Figure 1. Logic cells by family.
Bar = 50 µm.
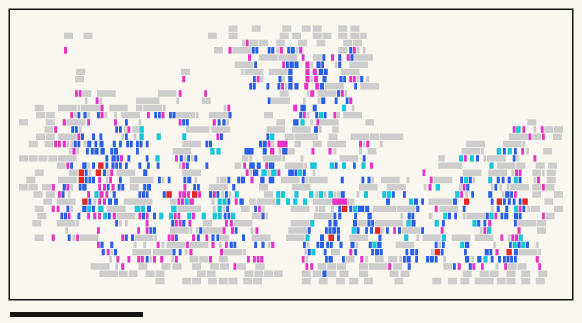
Figure 2. Zoomed window.
Bar = 10 µm. Region (94, 20) to (119, 45) µm. Cells in grey, sequential cells in the stronger grey; small squares are vias.
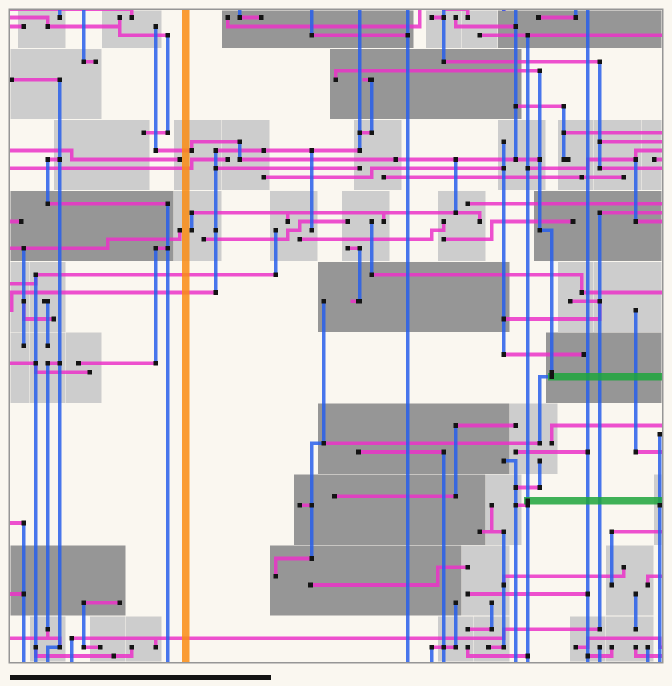
Figure 3. Signal metal coverage by tile.
21 x 11 tiles, from black (low) to pale yellow (high), scaled to the fullest tile. Values are wire area over tile area, all layers added.
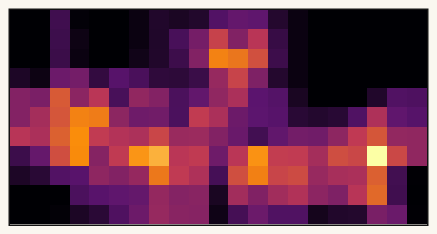
Figure 4. Cell outlines without signal wires.
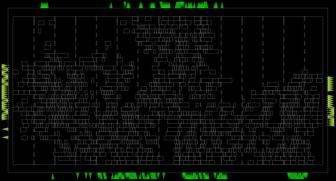
Figure 5. Clock wires, drivers and flops.
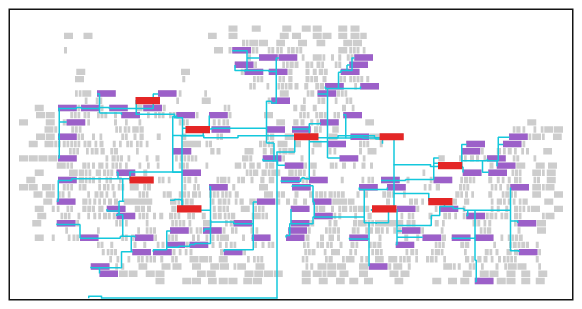
--- src/rtl/sram_ctrl.sv ---
// Load/store controller for a word-line/byte-lane SRAM array.
// Handles byte, halfword and word accesses; misaligned or illegal sizes answer with an error.
module sram_ctrl #(
   parameter int ROWS   = 16,
   parameter int ADDR_W = $clog2(ROWS) + 2
) (
   input  logic              clk,
   input  logic              rst,
   // Both channels use valid/ready: a transfer happens on a rising edge where valid && ready,
   // and the sender holds its fields steady while valid is high and ready is low.
   input  logic              req_valid,
   output logic              req_ready,
   input  logic              req_we,
   input  logic [1:0]        req_size,
   input  logic [ADDR_W-1:0] req_addr,
   input  logic [31:0]       req_wdata,
   output logic              resp_valid,
   input  logic              resp_ready,
   output logic [31:0]       resp_rdata,
   output logic              resp_err,
   output logic [ROWS-1:0]   sram_wl,
   output logic [3:0]        sram_write_enable,
   output logic              sram_read_enable,
   output logic [31:0]       sram_datain,
   input  logic [31:0]       sram_dataout,
   output logic [2:0]        dbg_state
);

   typedef enum logic [2:0] {
      IDLE    = 3'd0,
      WRITE   = 3'd1,
      READ    = 3'd2,
      CAPTURE = 3'd3,
      RESP    = 3'd4
   } state_t;

   state_t          state;
   logic [1:0]      lane_q;
   logic [1:0]      size_q;
   logic [ROWS-1:0] wl_q;
   logic [3:0]      we_q;
   logic            re_q;
   logic [31:0]     din_q;
   logic [31:0]     rdata_q;
   logic            err_q;

   logic [1:0]      req_lane;
   logic            req_bad;
   logic [ROWS-1:0] req_wl;
   logic [3:0]      req_mask;
   logic [31:0]     req_din;
   logic [31:0]     rd_shift;
   logic [31:0]     rd_lane;

   assign req_lane = req_addr[1:0];
   assign req_wl   = ROWS'(1) << req_addr[ADDR_W-1:2];

   always_comb begin
      req_bad  = 1'b0;
      req_mask = 4'b1111;
      req_din  = req_wdata;
      case (req_size)
         2'b00: begin
            req_mask = 4'b0001 << req_lane;
            req_din  = {4{req_wdata[7:0]}};
         end
         2'b01: begin
            req_bad  = req_lane[0];
            req_mask = 4'b0011 << req_lane;
            req_din  = {2{req_wdata[15:0]}};
         end
         2'b10:   req_bad = (req_lane != 2'b00);
         default: req_bad = 1'b1;
      endcase
   end

   // Move the addressed lane down to bit 0 before zero-extending.
   always_comb begin
      rd_shift = sram_dataout >> {lane_q, 3'b000};
      case (size_q)
         2'b00:   rd_lane = {24'b0, rd_shift[7:0]};
         2'b01:   rd_lane = {16'b0, rd_shift[15:0]};
         default: rd_lane = rd_shift;
      endcase
   end

   always_ff @(posedge clk) begin
      if (rst) begin
         state   <= IDLE;
         lane_q  <= 2'b00;
         size_q  <= 2'b00;
         wl_q    <= '0;
         we_q    <= 4'b0000;
         re_q    <= 1'b0;
         din_q   <= '0;
         rdata_q <= '0;
         err_q   <= 1'b0;
      end else begin
         case (state)
            IDLE: begin
               if (req_valid) begin
                  lane_q  <= req_lane;
                  size_q  <= req_size;
                  rdata_q <= '0;
                  err_q   <= req_bad;
                  if (req_bad) begin
                     state <= RESP;
                  end else if (req_we) begin
                     state <= WRITE;
                     wl_q  <= req_wl;
                     we_q  <= req_mask;
                     din_q <= req_din;
                  end else begin
                     state <= READ;
                     wl_q  <= req_wl;
                     re_q  <= 1'b1;
                  end
               end
            end
            WRITE: begin
               state <= RESP;
               wl_q  <= '0;
               we_q  <= 4'b0000;
               din_q <= '0;
            end
            READ: state <= CAPTURE;
            CAPTURE: begin
               state   <= RESP;
               rdata_q <= rd_lane;
               wl_q    <= '0;
               re_q    <= 1'b0;
            end
            RESP: begin
               if (resp_ready) state <= IDLE;
            end
            default: state <= IDLE;
         endcase
      end
   end

   // Reset gates every output directly so a strobe cannot leak in the cycle rst rises.
   assign req_ready         = !rst && (state == IDLE);
   assign resp_valid        = !rst && (state == RESP);
   assign resp_rdata        = resp_valid ? rdata_q : '0;
   assign resp_err          = resp_valid && err_q;
   assign sram_wl           = rst ? '0 : wl_q;
   assign sram_write_enable = rst ? 4'b0000 : we_q;
   assign sram_read_enable  = !rst && re_q;
   assign sram_datain       = rst ? '0 : din_q;
   assign dbg_state         = state;

endmodule

--- config.mk ---
export PLATFORM = sky130hd
export DESIGN_NAME = sram_ctrl
export DESIGN_NICKNAME = d
export VERILOG_FILES = /design/src/rtl/sram_ctrl.sv
export SDC_FILE = /design/constraint.sdc
export NUM_CORES = 1
export LEC_CHECK = 0
export ABC_AREA = 1
export CORE_ASPECT_RATIO = 0.5
export CORE_MARGIN = 3
export CORE_UTILIZATION = 25
export DETAILED_ROUTE_END_ITERATION = 6
export SETUP_SLACK_MARGIN = 0.3
export SYNTH_ARGS = -nofsm -noshare
export SYNTH_HDL_FRONTEND = slang
export SYNTH_SLANG_ARGS = --single-unit
export TNS_END_PERCENT = 20
--- constraint.sdc ---
create_clock -name clk -period 2.9 [get_ports clk]
set_input_delay 0.29 -clock clk [delete_from_list [all_inputs] [get_ports clk]]
set_output_delay 0.29 -clock clk [all_outputs]
set_load 0.01 [all_outputs]
==> results_tabular.tex <==
% Table of physical implementation metrics
\begin{tabular}{lr}
\hline
Metric & Value \\
\hline
\multicolumn{2}{l}{\textbf{Floorplan}} \\
\# rows & 36 \\
Tapcell count & 266 \\
\multicolumn{2}{l}{\textbf{Worst setup path}} \\
Flop2flop setup slack & between 900 and 1000 ps \\
Logic depth of the worst register-to-register path & 7 \\
Worst Path Required & $\sim$2600 ps \\
Critical register-to-register path startpoint & dbg\_state[2] \\
Crit-path cells & inv\_1 > nand4\_1 > buf\_4 > nor2\_1 > clkdlybuf4s50\_1 \\
CP Data Arrival Time & $\sim$2000 ps \\
Largest delay share family, worst path & buffers and inverters \\
\multicolumn{2}{l}{\textbf{Detailed routing}} \\
Number of DRC violations after detailed-routing iteration 0 & around 240 \\
Met2 layer wire length in the routed design & roughly 8.5 mm \\
DR vias/cell & between 4 and 5 \\
Max Used Layer & met4 \\
DRC violations left & 0 \\
Number of nets with antenna violations after routing & 0 \\
\multicolumn{2}{l}{\textbf{Synth}} \\
Yosys warning tally & 0 \\
Post-synthesis share of cell area spent on and, or, nand and nor gates & between 40\% and 50\% \\
Dominant comb cell & simple AND/OR/NAND/NOR gates \\
Cell count listed in synth\_stat.txt & 917 \\
\multicolumn{2}{l}{\textbf{STA}} \\
Post-route setup slack & roughly 610 ps \\
Share of the cycle needed by the critical path after routing & between 70 and 80\% \\
Max-slew violation count & 0 \\
Worst max-slew margin expressed relative to the limit & between 30\% and 40\% \\
Minimum clock period & $\sim$2300 ps \\
\multicolumn{2}{l}{\textbf{GRT}} \\
Met2 Usage GRT & a little over a quarter \\
Via count of the first global-routing pass & between 5000 and 6000 \\
\multicolumn{2}{l}{\textbf{Power and ir drop}} \\
Power, Total & around 3.7 mW \\
Total leakage power & roughly 3.2 nW \\
\multicolumn{2}{l}{\textbf{CTS}} \\
Clock buffer depth & 2 \\
CTS H-tree depth & 3 \\
Clock slew seen by the registers of the worst setup and hold paths & 70 ps \\
Count of hold-fix buffers inserted at cts & 0 \\
Cell at the root of the clock tree & sky130\_fd\_sc\_hd\_\_clkbuf\_16 \\
Sinks on Clock Net & $\sim$93 \\
\multicolumn{2}{l}{\textbf{Flow run}} \\
OpenROAD warnings & 26 \\
Max capacitance violation total & 0 \\
\multicolumn{2}{l}{\textbf{Cells and area}} \\
FF+latch area & between 0.0015 and 0.002 mm² \\
Nonclk buf count & around 180 \\
Utilization of the core after routing & 37.2\% \\
Area growth from synthesis to layout & 41.0\% \\
NonClk Buf Share & about a quarter \\
Area of the multi-input gates & 0.00265 mm² \\
Final Cell Area & approximately 0.0075 mm² \\
Fraction of layout cells with a size suffix above 1 & under 10\% \\
\multicolumn{2}{l}{\textbf{Run status}} \\
Outcome & finished, final reports clean \\
\multicolumn{2}{l}{\textbf{Placement}} \\
Worst slack at placement & about 730 ps \\
\hline
\end{tabular}
-- Figure 1 (at the start) --
legend:
  NOR gates:
    colour: magenta
    cells: 194
    where: spread over the die
  AND and OR gates:
    colour: red
    cells: 15
  NAND gates:
    colour: blue
    cells: 337
  inverting AOI/OAI gates:
    colour: cyan
    cells: 82

-- Figure 2 (at the start) --
legend:
  met2:
    colour: blue
  met4:
    colour: orange
  met3:
    colour: green
  met1:
    colour: magenta
netlist names of flops here include: rdata_q (3), lane_q (2), size_q (2)
cells with their middle in the window: 45
sequential cells in the window: 11
most frequent: dfxtp_1 (11), inv_1 (7), a21oi_1 (7)

-- Figure 3 (at the start) --
emptiest ninth of the die: top right
fullest tile: 0.45
densest ninth of the die: left middle
tiles over half the peak: 16%
mean over tiles: 0.12
WL final: 17.4 mm
all-layer global routing usage: 15.4%
post-DR wirelength/cell: 13.1 µm
via total after detailed routing: 5839

-- Figure 4 (at the start) --
core region area: 0.0201 mm²
fraction of area in registers: 24.9%

-- Figure 5 (at the start) --
legend:
  clock wires:
    colour: cyan
    length: 1410 µm
  cells driving clock nets:
    colour: red
    count: 9
  flip-flops:
    colour: purple
    count: 93
routed clock nets: 10
fraction of power consumed by the clock network: 35.0%
insertion delay of the later-clocked pin in the worst-skew pair: 350 ps

-- power breakdown --
| group | switching (mW) | internal [mW] |
|---|---|---|
| clock network | 0.528 | 0.755 |
| logic | 0.586 | 0.388 |
| registers | 0.0371 | 1.37 |
| total | 1.15 | 2.51 |
-- worst min-delay path by stage --
stage                            from           end  slack [ps]  cells after the start
final                     rdata_q[16]   rdata_q[16]         460                      2
after global routing       rdata_q[0]    rdata_q[0]         480                      2
after CTS                 rdata_q[16]   rdata_q[16]         460                      2
after detailed placement  rdata_q[27]   rdata_q[27]         450                      2
after global placement    rdata_q[29]   rdata_q[29]         450                      2
after floorplan            resp_ready  dbg_state[2]         410                      1
-- Yosys cell counts, drive strengths merged --
| library cell | number | share of area, % |
|---|---|---|
| nand2 | 268 | 19 |
| nor2 | 180 | 13 |
| inv | 147 | 10 |
| dfxtp | 93 | 35 |
| nand3 | 66 | 6.3 |
| a21oi | 50 | 4.7 |
| clkbuf | 27 | 1.9 |
| o21ai | 26 | 2.5 |
| buf | 21 | 2.5 |
| nor3 | 14 | 1.5 |
| and2 | 8 | 0.94 |
| or2 | 7 | 0.83 |
| o22ai | 3 | 0.35 |
| a31oi | 2 | 0.24 |
| nand4 | 2 | 0.24 |
| a211oi | 1 | 0.14 |
| clkinv | 1 | 0.071 |
| nand3b | 1 | 0.14 |
-- cell families (layout without fill, tap and decap cells) --
| group | Yosys count | in the layout |
|---|---|---|
| and+or+nand+nor | 546 | 546 |
| buffers and inverters | 196 | 342 |
| AOI/OAI and AO/OA | 82 | 82 |
| DFF | 93 | 93 |
-- registers in the layout, indices dropped and copies added (netlist names) --
name       count
size_q         2
re_q           1
rdata_q       32
din_q         32
dbg_state      3
we_q           4
lane_q         2
err_q          1
wl_q          16
Power figures rest on the tool's default switching activity, not on a simulated workload.
